## config.mk

```make
export PLATFORM = sky130hd
export DESIGN_NAME = tmds_multi_encoder
export DESIGN_NICKNAME = d
export VERILOG_FILES = /design/src/rtl/tmds_multi_encoder.sv
export SDC_FILE = /design/constraint.sdc
export NUM_CORES = 1
export LEC_CHECK = 0
export ABC_AREA = 1
export CAP_MARGIN = 0
export CORE_ASPECT_RATIO = 2
export CORE_MARGIN = 1
export CORE_UTILIZATION = 35
export CTS_BUF_LIST = sky130_fd_sc_hd__clkbuf_4 sky130_fd_sc_hd__clkbuf_8 sky130_fd_sc_hd__clkbuf_16
export CTS_CLUSTER_SIZE = 20
export DETAILED_ROUTE_END_ITERATION = 10
export DONT_BUFFER_PORTS = 1
export SYNTH_ARGS = -nofsm -noshare
export SYNTH_HDL_FRONTEND = slang
export SYNTH_SLANG_ARGS = --single-unit
```

## constraint.sdc

```tcl
create_clock -name clk -period 4.9 [get_ports clk]
set_clock_uncertainty 0.05 [all_clocks]
set_input_delay 1.47 -clock clk [delete_from_list [all_inputs] [get_ports clk]]
set_output_delay 1.47 -clock clk [all_outputs]
set_load 0.01 [all_outputs]
```

## src/rtl/tmds_multi_encoder.sv

```systemverilog
// N-channel TMDS encoder: video (8b/10b with DC balance), control, guard-band and TERC4 coding.
// Two-stage pipeline with clock enable; per-channel running disparity exposed for debug.
module tmds_multi_encoder #(
  parameter int NUM_CH = 3,
  parameter int DISP_W = 5
) (
  input  logic                     clk,
  input  logic                     rst,
  input  logic                     ce,
  input  logic [1:0]               mode,
  input  logic [8*NUM_CH-1:0]      video_data,
  input  logic [2*NUM_CH-1:0]      ctrl,
  input  logic [4*NUM_CH-1:0]      terc4_data,
  output logic [10*NUM_CH-1:0]     tmds_out,
  output logic [DISP_W*NUM_CH-1:0] disparity
);

  typedef enum logic [1:0] {
    MODE_CTRL   = 2'b00,
    MODE_VIDEO  = 2'b01,
    MODE_GUARD  = 2'b10,
    MODE_ISLAND = 2'b11
  } mode_t;

  localparam logic [DISP_W-1:0] DISP_TWO = DISP_W'(2);

  function automatic logic [3:0] ones8(input logic [7:0] d);
    logic [3:0] c;
    c = '0;
    for (int i = 0; i < 8; i++) c = c + {3'b000, d[i]};
    return c;
  endfunction

  // Transition-minimising first stage; q[8]=1 marks the XOR chain.
  function automatic logic [8:0] tm_encode(input logic [7:0] d);
    logic [8:0] q;
    logic [3:0] n1;
    logic       use_xnor;
    n1       = ones8(d);
    use_xnor = (n1 > 4'd4) || ((n1 == 4'd4) && !d[0]);
    q        = '0;
    q[0]     = d[0];
    for (int i = 1; i < 8; i++) q[i] = use_xnor ? ~(q[i-1] ^ d[i]) : (q[i-1] ^ d[i]);
    q[8] = ~use_xnor;
    return q;
  endfunction

  function automatic logic [9:0] ctrl_code(input logic [1:0] c);
    logic [9:0] r;
    case (c)
      2'b00:   r = 10'b1101010100;
      2'b01:   r = 10'b0010101011;
      2'b10:   r = 10'b0101010100;
      default: r = 10'b1010101011;
    endcase
    return r;
  endfunction

  function automatic logic [9:0] terc4_code(input logic [3:0] t);
    logic [9:0] r;
    case (t)
      4'h0:    r = 10'b1010011100;
      4'h1:    r = 10'b1001100011;
      4'h2:    r = 10'b1011100100;
      4'h3:    r = 10'b1011100010;
      4'h4:    r = 10'b0101110001;
      4'h5:    r = 10'b0100011110;
      4'h6:    r = 10'b0110001110;
      4'h7:    r = 10'b0100111100;
      4'h8:    r = 10'b1011001100;
      4'h9:    r = 10'b0100111001;
      4'ha:    r = 10'b0110011100;
      4'hb:    r = 10'b1011000110;
      4'hc:    r = 10'b1010001110;
      4'hd:    r = 10'b1001110001;
      4'he:    r = 10'b0101100011;
      default: r = 10'b1011000011;
    endcase
    return r;
  endfunction

  // Mode travels with its payload so a mode switch lands on the output cleanly.
  mode_t                s1_mode;
  logic [2*NUM_CH-1:0]  s1_ctrl;
  logic [4*NUM_CH-1:0]  s1_terc4;

  always_ff @(posedge clk or posedge rst) begin
    if (rst) begin
      s1_mode  <= MODE_CTRL;
      s1_ctrl  <= '0;
      s1_terc4 <= '0;
    end else if (ce) begin
      s1_mode  <= mode_t'(mode);
      s1_ctrl  <= ctrl;
      s1_terc4 <= terc4_data;
    end
  end

  for (genvar k = 0; k < NUM_CH; k++) begin : g_ch
    localparam logic [9:0] GUARD = ((k % 3) == 1) ? 10'b0100110011 : 10'b1011001100;

    logic [8:0]        qm_d;
    logic [3:0]        n1_d;
    logic [8:0]        s1_qm;
    logic [3:0]        s1_n1;
    logic [3:0]        s1_n0;
    logic [9:0]        code_d;
    logic [9:0]        code_q;
    logic [DISP_W-1:0] disp_d;
    logic [DISP_W-1:0] disp_q;
    logic [DISP_W-1:0] n1_w;
    logic [DISP_W-1:0] n0_w;
    logic              disp_neg;
    logic              disp_pos;
    logic              q8;

    assign qm_d = tm_encode(video_data[8*k +: 8]);
    assign n1_d = ones8(qm_d[7:0]);

    always_ff @(posedge clk or posedge rst) begin
      if (rst) begin
        s1_qm <= '0;
        s1_n1 <= '0;
        s1_n0 <= '0;
      end else if (ce) begin
        s1_qm <= qm_d;
        s1_n1 <= n1_d;
        s1_n0 <= 4'd8 - n1_d;
      end
    end

    assign n1_w     = {{(DISP_W-4){1'b0}}, s1_n1};
    assign n0_w     = {{(DISP_W-4){1'b0}}, s1_n0};
    assign disp_neg = disp_q[DISP_W-1];
    assign disp_pos = !disp_q[DISP_W-1] && (disp_q != '0);
    assign q8       = s1_qm[8];

    // Any non-video code resets the running disparity.
    always_comb begin
      code_d = '0;
      disp_d = '0;
      case (s1_mode)
        MODE_CTRL:   code_d = ctrl_code(s1_ctrl[2*k +: 2]);
        MODE_GUARD:  code_d = GUARD;
        MODE_ISLAND: code_d = terc4_code(s1_terc4[4*k +: 4]);
        default: begin
          if ((disp_q == '0) || (s1_n1 == s1_n0)) begin
            code_d = {~q8, q8, (q8 ? s1_qm[7:0] : ~s1_qm[7:0])};
            disp_d = q8 ? (disp_q + n1_w - n0_w) : (disp_q + n0_w - n1_w);
          end else if ((disp_pos && (s1_n1 > s1_n0)) || (disp_neg && (s1_n0 > s1_n1))) begin
            code_d = {1'b1, q8, ~s1_qm[7:0]};
            disp_d = disp_q + n0_w - n1_w + (q8 ? DISP_TWO : '0);
          end else begin
            code_d = {1'b0, q8, s1_qm[7:0]};
            disp_d = disp_q + n1_w - n0_w - (q8 ? '0 : DISP_TWO);
          end
        end
      endcase
    end

    always_ff @(posedge clk or posedge rst) begin
      if (rst) begin
        code_q <= '0;
        disp_q <= '0;
      end else if (ce) begin
        code_q <= code_d;
        disp_q <= disp_d;
      end
    end

    assign tmds_out[10*k +: 10]         = code_q;
    assign disparity[DISP_W*k +: DISP_W] = disp_q;
  end

endmodule

```

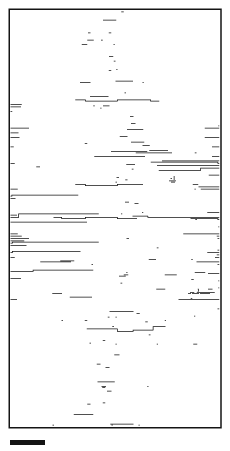
Fig. 1. Met3 routing.
The bar under the picture is 20 um long.
share of all routed wire: 4.6%
main direction: horizontal
DR vias: 8791
drt total wl: 27700 um
M3 GR Usage: 4.52%

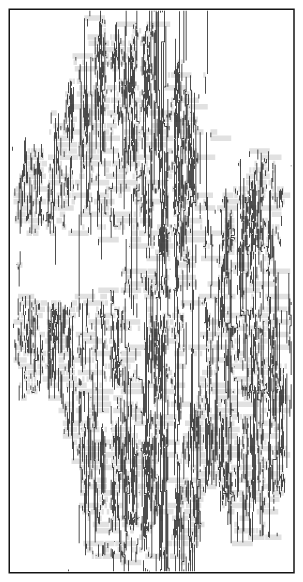
Fig. 2. The metal 2 layer.
Cells faint in the background.
wire length on this layer: 15100 um
main direction: vertical
longest straight run: 94.3 um
grt met2 use: 37.7%

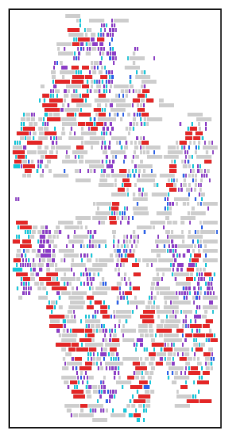
Fig. 3. Gate families picked out.
[inv cells] cyan | cells: 243 | where: widely spread
[fa/ha/maj cells] red | cells: 150 | where: widely spread
[nand cells] purple | cells: 396 | where: widely spread
[nor cells] blue | cells: 92
Final Instance Count excl. Fillers: 1779
most frequent logic cell in the layout: nand2_1

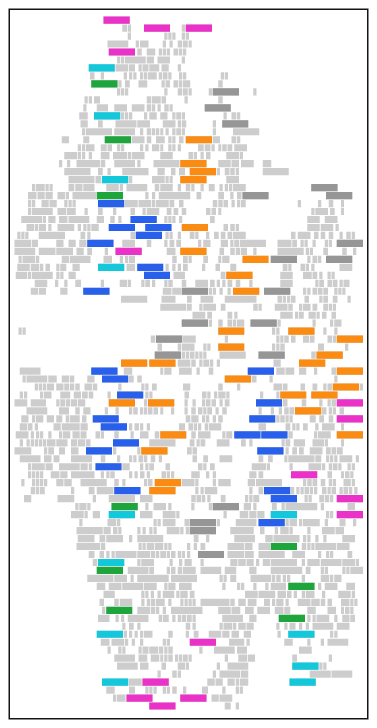
Fig. 4. Sequential cells colored by netlist name.
Other sequential cells in the stronger gray, the rest of the logic in the fainter gray.
[`g_ch.s1_n1`] cyan | sequential cells: 12
[`g_ch.disp_q`] magenta | sequential cells: 15 | where: widely spread
[`g_ch.code_q`] orange | sequential cells: 30
[`g_ch.s1_n0`] green | sequential cells: 9
[`g_ch.s1_qm`] blue | sequential cells: 27
Core Util, Final: 42.8%
flop share of the area: 23.5%
Reg area: 2830 um^2

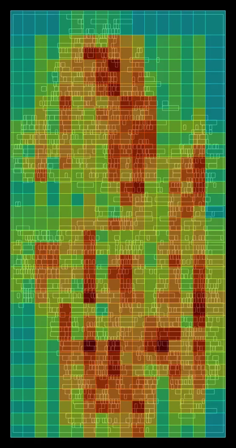
Fig. 5. Congestion heat map.
total track usage: 19.8%
wire per inst: 15.6 um

==> impl_metrics.ini <==
; flow metrics
[place]
io_buffers = 0
place_area_um2 = 11100
dp_hpwl_um = 21400
dp_cells = 1735
pre_cts_ws_ns = -2.28
place_congestion = 0.946

[setup_path]
cp_data_arrival_time_ns = 6.92
slowest_stage = fa_2
reg2reg_depth = 11
crit_cells = 21
critPathBufInv = 5
cp_cell_sequence = clkinvlp_4, fa_1, fa_1, fa_1, inv_1, ha_2, fa_1, nor3_2, o21ai_2, xor2_2, fa_1, fa_1, inv_1, fa_1, ha_4, inv_2, fa_2, buf_4, nand4_1, nor2_1, a31oi_1
crit_top_cell = fa_1
crit_end = g_ch[0].s1_n0[3]$_DFFE_PP0P_
slowest_delay_ns = 0.55
path_class = in2reg
cp.required_ns = 5.16
r2r-start = g_ch[1].disp_q[1]$_DFFE_PP0P_
cp_top_family = adder cells
endpoint_kind = flip-flop
crit_fanout = 3
startpoint = video_data[3]
start_kind = input port

[floorplanning]
num_rows = 87
core-area_um2 = 28200
fp-utilization_pct = 35.6
die_h_um = 241
die_w_um = 122

[route]
ant_nets = 0
drtIter0Drc = 403
detail_route.first_pass.iterations = 5
via_per_inst = 4.94

[timing]
hold_viol_final = 0
period_used_pct = 136
worst_slew_margin_rel_pct = 42.0
setup_tns_ns = -30.15
slew_violations = 0
setup_viol_count_final = 21
fmax_mhz = 150
rsz0062_at_grt = true
tightest_slew_ns = 0.869
worst_slack_ns = -1.76
min_period_ns = 6.66

[cts]
numClockSinks = 113
cts_tree = done
cts_buffer_depth = 2
h-tree-depth = 4
ctsHoldBuffers = 0
clk_pin_slew_ns = 0.05
insertion_delay_ns = 0.43
root_buffer = clkbuf_16

[outcome]
status = finished with violations
violations = setup timing

[worst_hold_path]
hold_path.startpoint = g_ch[2].s1_qm[7]$_DFFE_PP0P_
min_to = g_ch[2].s1_qm[7]$_DFFE_PP0P_
hold_class = reg2reg
holdPathStages = 2

[logic_synthesis]
synth.top_cells.by_area = dfrtp_1 28%, ha_1 13%, nand2_1 11%
avgSynthCellArea_um2 = 7.49
ys.flops = 113
ys_cells = 1339
ys_chip_area_um2 = 10000
netlist_instances = 1339
yosysSeqAreaShare_pct = 28.2
top_area_share_pct = 28.2
largest_area_cell = dfrtp_1
synth_cell_type_count = 42
synth_nets = 1536

[run]
maxCapViolations = 0
warnings = 88

[grt]
grt_pass1_vias = 8974
grt_max_degree = 121
grt_pass1_wl_um = 44600
antenna_found_initial = 1
gr-total-overflow = 0

[finish]
fin_area_um2 = 12100
nFillCells = 2846
fin_nets = 1607
[layer usage]
layer	vias to the layer above	wire [um]	track usage, %
li1	4368	-	-
met4	0	1500	12.6
met3	82	1280	4.52
met2	200	15100	37.7
met5	-	0	0
met1	4141	9790	18.6
[cell families (layout without fill, tap and decap cells)]
kind of cell	Yosys count	count (layout)	synth area share [%]
flops	113	113	28.2
xor+xnor	57	57	5.31
compound gates	243	243	13.2
simple gates	497	497	21.0
fa+ha+maj	150	150	21.8
buf+inv	279	362	10.5
other cells	0	1	0
[registers in the layout, summed over array words and instances (netlist names)]
name         flops
g_ch.s1_n1      12
g_ch.s1_qm      27
s1_terc4        12
s1_mode          2
g_ch.code_q     30
s1_ctrl          6
g_ch.s1_n0       9
g_ch.disp_q     15
[timing repair]
action | CTS | global route
gates resized | 30 | 29
gates cloned | 0 | 0
pin swaps | 11 | 7
endpoints found under the setup margin | 21 | 21
buffers inserted | 7 | 7
[synth_stat cells]
cell type,number
buf_2,6
a21boi_0,2
buf_1,4
fa_1,42
inv_2,3
o211ai_1,8
o31ai_1,2
a211oi_1,3
nor3_1,5
clkbuf_2,1
o21bai_1,5
o21ai_0,132
clkbuf_1,25
clkinv_1,2
a21o_1,1
o21ai_4,1
a31oi_1,5
a221oi_1,1
nand2_4,5
a311oi_1,1
nor3b_1,1
xor2_1,44
nand3_2,1
and2_1,3
dfrtp_1,113
xor2_4,1
xnor2_1,10
a21oi_1,65
nor2_1,86
nand2_1,286
nand3_1,89
ha_1,108
or2_2,6
o22ai_1,12
nand3b_1,6
o21ai_1,2
nand4_2,1
nand4_1,4
xor2_2,2
o21ai_2,3
nand2_2,4
inv_1,238
[per-stage QoR]
step / hold WS [ns] / utilization (%)
after global placement: 0.439 / 39.3
after CTS: 0.457 / 42.2
after floorplan: 0.418 / -
final: 0.450 / 42.8
after detailed placement: 0.442 / 39.3
after global routing: 0.481 / 42.8
[cell type report]
type | instances | area (um^2) | share of cell area, %
multi-input combinational | 947 | 6450 | 53.5
sequential | 113 | 2830 | 23.5
inverter | 243 | 946 | 7.85
timing repair buffer | 88 | 692 | 5.74
clock buffer | 22 | 488 | 4.05
tap | 356 | 445 | 3.69
clock inverter | 9 | 201 | 1.67
antenna | 1 | 2.50 | 0.0208
[cell usage in the layout (no fill, tap or decap), types with 4 or more instances in the layout]
cell / instances
a21oi_1: 64
a31oi_1: 5
buf_4: 82
buf_6: 5
bufinv_16: 6
clkbuf_16: 17
clkbuf_8: 4
dfrtp_1: 113
fa_1: 37
fa_2: 5
ha_1: 97
ha_4: 8
inv_1: 220
inv_2: 14
inv_4: 4
nand2_1: 272
nand2_2: 17
nand2_4: 6
nand3_1: 85
nand3_2: 4
nand3b_1: 6
nand4_1: 4
nor2_1: 86
nor3_1: 4
o211ai_1: 8
o21ai_0: 111
o21ai_1: 13
o21ai_2: 11
o21bai_1: 5
o22ai_1: 12
or2_2: 5
xnor2_1: 7
xor2_1: 40
xor2_2: 6
